[src/rtl/instr_fetch_unit_pkg.sv]
// instr_fetch_unit_pkg
//   Shared constants for the fetch stage: default address/instruction widths,
//   the default reset PC and the NOP encoding that decode uses to insert bubbles.
package instr_fetch_unit_pkg;

    localparam int          IFU_INSTR_MEM_WIDTH = 32;
    localparam int          IFU_INSTR_WIDTH     = 32;
    localparam logic [31:0] IFU_RESET_PC        = 32'h0000_0000;
    localparam logic [31:0] IFU_NOP_INSTR       = 32'h0000_0013;  // addi x0, x0, 0

    // Instructions are word aligned; a fetch PC always has its two LSBs clear.
    localparam int          IFU_PC_STEP         = 4;

endpackage

[src/rtl/instr_fetch_unit_fifo.sv]
// fetch_fifo
//   Synchronous FIFO holding {pc, instr} prefetch entries.
//   Ports:
//     clk, rst   clock and synchronous active-high reset (clears storage too)
//     flush      drop all entries; wins over push/pop
//     push/push_data   write an entry at the tail
//     pop        retire the head entry
//     count      number of valid entries (0..DEPTH)
//     head       content of the head entry, combinational
//   The caller guarantees no push when full and no pop when empty.
module fetch_fifo #(
    parameter  int WIDTH = 64,
    parameter  int DEPTH = 4,
    localparam int PW    = $clog2(DEPTH),
    localparam int CW    = $clog2(DEPTH + 1)
) (
    input  logic             clk,
    input  logic             rst,
    input  logic             flush,
    input  logic             push,
    input  logic [WIDTH-1:0] push_data,
    input  logic             pop,
    output logic [CW-1:0]    count,
    output logic [WIDTH-1:0] head
);

    logic [WIDTH-1:0] mem [DEPTH];
    logic [PW-1:0]    rd_ptr;
    logic [PW-1:0]    wr_ptr;

    // Pointers are PW bits wide, so DEPTH being a power of two makes them wrap
    // for free.
    always_ff @(posedge clk) begin
        if (rst) begin
            rd_ptr <= '0;
            wr_ptr <= '0;
            count  <= '0;
            for (int i = 0; i < DEPTH; i++) mem[i] <= '0;
        end else if (flush) begin
            rd_ptr <= '0;
            wr_ptr <= '0;
            count  <= '0;
        end else begin
            if (push) begin
                mem[wr_ptr] <= push_data;
                wr_ptr      <= wr_ptr + PW'(1);
            end
            if (pop) rd_ptr <= rd_ptr + PW'(1);
            case ({push, pop})
                2'b10:   count <= count + CW'(1);
                2'b01:   count <= count - CW'(1);
                default: count <= count;
            endcase
        end
    end

    assign head = mem[rd_ptr];

endmodule

[src/rtl/instr_fetch_unit.sv]
// instr_fetch_unit
//   Fetch stage: issues sequential word addresses to a 1-cycle synchronous
//   instruction memory, queues returned words with their PCs and hands them to
//   decode over valid/ready. A redirect flushes queued and in-flight fetches.
//   Ports:
//     clk, rst                    clock, synchronous active-high reset
//     imem_re, imem_addr          memory request (addr = fetch_pc at all times)
//     imem_instr                  memory data, valid the cycle after imem_re
//     redirect_valid, redirect_pc branch/jump target, low two bits ignored
//     out_valid, out_ready        handshake to decode
//     out_pc, out_instr           head entry of the prefetch queue
module instr_fetch_unit
    import instr_fetch_unit_pkg::*;
#(
    parameter int                    ADDR_WIDTH  = IFU_INSTR_MEM_WIDTH,
    parameter int                    INSTR_WIDTH = IFU_INSTR_WIDTH,
    parameter int                    DEPTH       = 4,
    parameter logic [ADDR_WIDTH-1:0] RESET_PC    = ADDR_WIDTH'(IFU_RESET_PC)
) (
    input  logic                   clk,
    input  logic                   rst,
    output logic                   imem_re,
    output logic [ADDR_WIDTH-1:0]  imem_addr,
    input  logic [INSTR_WIDTH-1:0] imem_instr,
    input  logic                   redirect_valid,
    input  logic [ADDR_WIDTH-1:0]  redirect_pc,
    output logic                   out_valid,
    input  logic                   out_ready,
    output logic [ADDR_WIDTH-1:0]  out_pc,
    output logic [INSTR_WIDTH-1:0] out_instr
);

    localparam int CW = $clog2(DEPTH + 1);
    localparam int EW = ADDR_WIDTH + INSTR_WIDTH;

    logic [ADDR_WIDTH-1:0] fetch_pc;
    logic [ADDR_WIDTH-1:0] req_pc;
    logic                  inflight;
    logic [CW-1:0]         count;
    logic [CW:0]           occupancy;
    logic                  credit_ok;
    logic                  push;
    logic                  pop;
    logic [EW-1:0]         head;
    logic [ADDR_WIDTH-1:0] redirect_aligned;
    logic                  unused_redirect_lsbs;

    // Queued entries plus the outstanding request must fit. A pop in the same
    // cycle is deliberately not credited, so a full queue resumes fetching
    // one cycle after the pop.
    assign occupancy = {1'b0, count} + {{CW{1'b0}}, inflight};
    assign credit_ok = occupancy < (CW+1)'(DEPTH);

    assign imem_re   = !rst && !redirect_valid && credit_ok;
    assign imem_addr = fetch_pc;

    assign redirect_aligned     = {redirect_pc[ADDR_WIDTH-1:2], 2'b00};
    assign unused_redirect_lsbs = &{1'b0, redirect_pc[1:0]};

    always_ff @(posedge clk) begin
        if (rst) begin
            fetch_pc <= RESET_PC;
            req_pc   <= '0;
            inflight <= 1'b0;
        end else begin
            inflight <= imem_re;
            if (redirect_valid) begin
                fetch_pc <= redirect_aligned;
            end else if (imem_re) begin
                req_pc   <= fetch_pc;
                fetch_pc <= fetch_pc + ADDR_WIDTH'(IFU_PC_STEP);
            end
        end
    end

    // A response landing in a redirect cycle belongs to the old stream.
    assign push = !rst && inflight && !redirect_valid;

    assign out_valid = !rst && (count != '0) && !redirect_valid;
    assign pop       = out_valid && out_ready;

    fetch_fifo #(
        .WIDTH (EW),
        .DEPTH (DEPTH)
    ) u_fifo (
        .clk       (clk),
        .rst       (rst),
        .flush     (redirect_valid),
        .push      (push),
        .push_data ({req_pc, imem_instr}),
        .pop       (pop),
        .count     (count),
        .head      (head)
    );

    assign out_pc    = head[EW-1:INSTR_WIDTH];
    assign out_instr = head[INSTR_WIDTH-1:0];

endmodule
[config.mk]
export PLATFORM = sky130hd
export DESIGN_NAME = instr_fetch_unit
export DESIGN_NICKNAME = d
export VERILOG_FILES = /design/src/rtl/instr_fetch_unit_pkg.sv /design/src/rtl/instr_fetch_unit_fifo.sv /design/src/rtl/instr_fetch_unit.sv
export SDC_FILE = /design/constraint.sdc
export NUM_CORES = 1
export LEC_CHECK = 0
export CAP_MARGIN = 20
export CORE_ASPECT_RATIO = 2
export CORE_UTILIZATION = 45
export DETAILED_ROUTE_END_ITERATION = 7
export PLACE_DENSITY = 0.7
export SYNTH_ARGS = -nofsm -noshare
export SYNTH_HDL_FRONTEND = slang
export SYNTH_SLANG_ARGS = --single-unit
[constraint.sdc]
create_clock -name clk -period 4.58 [get_ports clk]
set_clock_uncertainty 0.1 [all_clocks]
set_input_delay 0.916 -clock clk [delete_from_list [all_inputs] [get_ports clk]]
set_output_delay 0.916 -clock clk [all_outputs]
set_load 0.1 [all_outputs]
Cell classes on the final placement:
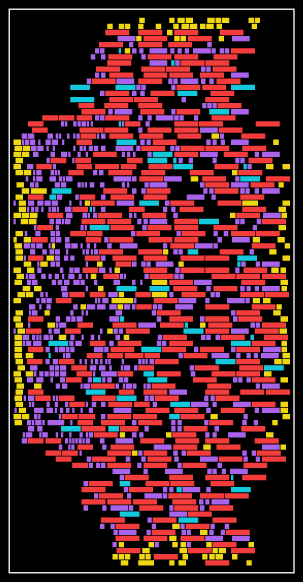
- all other logic: purple (cells 628; share of their area 29%)
- flip-flops: red (cells 318; share of their area 54%)
- clock drivers and dummy loads: cyan (cells 52; share of their area 5.9%)
- other buffers and delay cells: yellow (cells 182; share of their area 10%)

==> out/qor.yml <==
pwr:
  clockPowerShare_pct: 37.7
  comb_power_w: 0.000743
  seq_power_w: 0.00329
  cellPowerDensity_nw_per_um2: 386
  seqPwrFrac_pct: 50.8
  switching_share_pct: 25.7
  combPwrFrac_pct: 11.5
cts:
  cts_sinks: 318
  path_clk_slew_ps: 70
  root_buffer: "clkbuf_16"
  htreeDepth: 1
setup_path:
  worst_path_max_delay_cell: "clkdlybuf4s50_1"
  cp_max_fo: 38
  path_cells: "mux4_2 > clkdlybuf4s50_1"
  reg2reg_setup_slack_ps: 1680
  reg2regPathDepth: 5
  slowest_delay_ps: 1130
  end_kind: "primary output"
  crit_arrival_ps: 2770
  start_kind: "register"
  cp.required_ps: 3560
logic_synthesis:
  yosys-stat-area_um2: 13900
  ys.flop_type: "edfxtp_1"
  synthDominantCellAreaShare_pct: 53.5
  synth.avg_cell_area_um2: 13.6
  netlist_area_um2: 13900
  yosysUniqueCellTypes: 49
  syn-instance-count: 1022
  postSynthSeqShare_pct: 63.6
  ys_cells: 1022
sta:
  tns_ps: 0
  tightestPinTransition_ps: 996
  slew_headroom_pct: 33.4
  min_period_ps: 3780
  fin_crit_sh_pct: 82.6
  rsz0062_at_grt: "no"
  timing.fmax_mhz: 264
global_route:
  use_met3_pct: 2.00
  busiest_layer: "met2"
  grt_start_max_net_pins: 63
  first_global_vias: 9123
  gr-total-overflow: 0
layout:
  nets: 1229
  comb_share_pct: 28.3
  mostFrequentLayoutCells: "edfxtp_1, and2_1, clkdlybuf4s50_1"
  numSequentialCells: 318
  n_antenna_cell: 0
  nMultiInputCombCells: 615
  buffers: 182
  logic_area_um2: 4750
  regArea_um2: 8860
  lay_top_count: "edfxtp_1"
  drive_gt1_share_pct: 17.1
  biggestCellCategory: "sequential cells"
  seq_share_pct: 52.8
  nNonClkInverters: 13
  final_cells: 1548
  fin_util_pct: 55.4
  clock_area_share_pct: 5.73
  buffer_area_share_pct: 10.2
  fill_cells: 2464
placement:
  dpl_cell_area_um2: 15800
  io_buffer_count: 159
  dp_hpwl_um: 20300
  post-place-ws_ps: 897
floorplanning:
  fp.dieW_um: 126
  rows: 90
  fp_util_pct: 46.0
  core_region_area_um2: 30300
drt:
  drcViolationCount: 0
  wl_met1_um: 12200
  wl_met2_um: 19000
  drt_iter0_markers: 540
  dr.max_layer_used: "met4"
status:
  outcome: "completed"
run:
  warning_count: 28
Cell density map:
The bar under the picture is 50 µm long. 13 x 25 tiles, from black (low) to pale yellow (high), 0 to 100% covered.
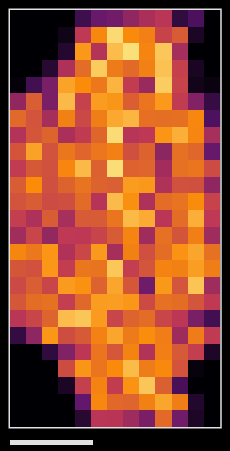
- tiles over 75% full: 18%
- fullest tile: 93%
- nearly empty tiles: 12%
- mean over tiles: 52%

critical path: cells and delay by family (launching register included):
kind	cells	cell delay, ps
buffers and inverters	1	1130
multiplexers	1	320
flip-flops	1	750
kinds of logic after synthesis:
family / share of synthesized area (%)
and+or+nand+nor: 17.9
DFF: 63.6
AOI/OAI and AO/OA: 4.41
buffers and inverters: 2.63
muxes: 10.2
xor gates and xnor gates: 0.944
adders and majority gates: 0.323
other: 0.0269
sequential cells by signal, indices dropped and copies added, names as in the netlist, named ones only:
signal and cells:
imem_addr 30, u_fifo.wr_ptr 2, req_pc 30, u_fifo.mem 248, u_fifo.count 3, u_fifo.rd_ptr 2, inflight 1
Power and IR drop assume default switching activity.
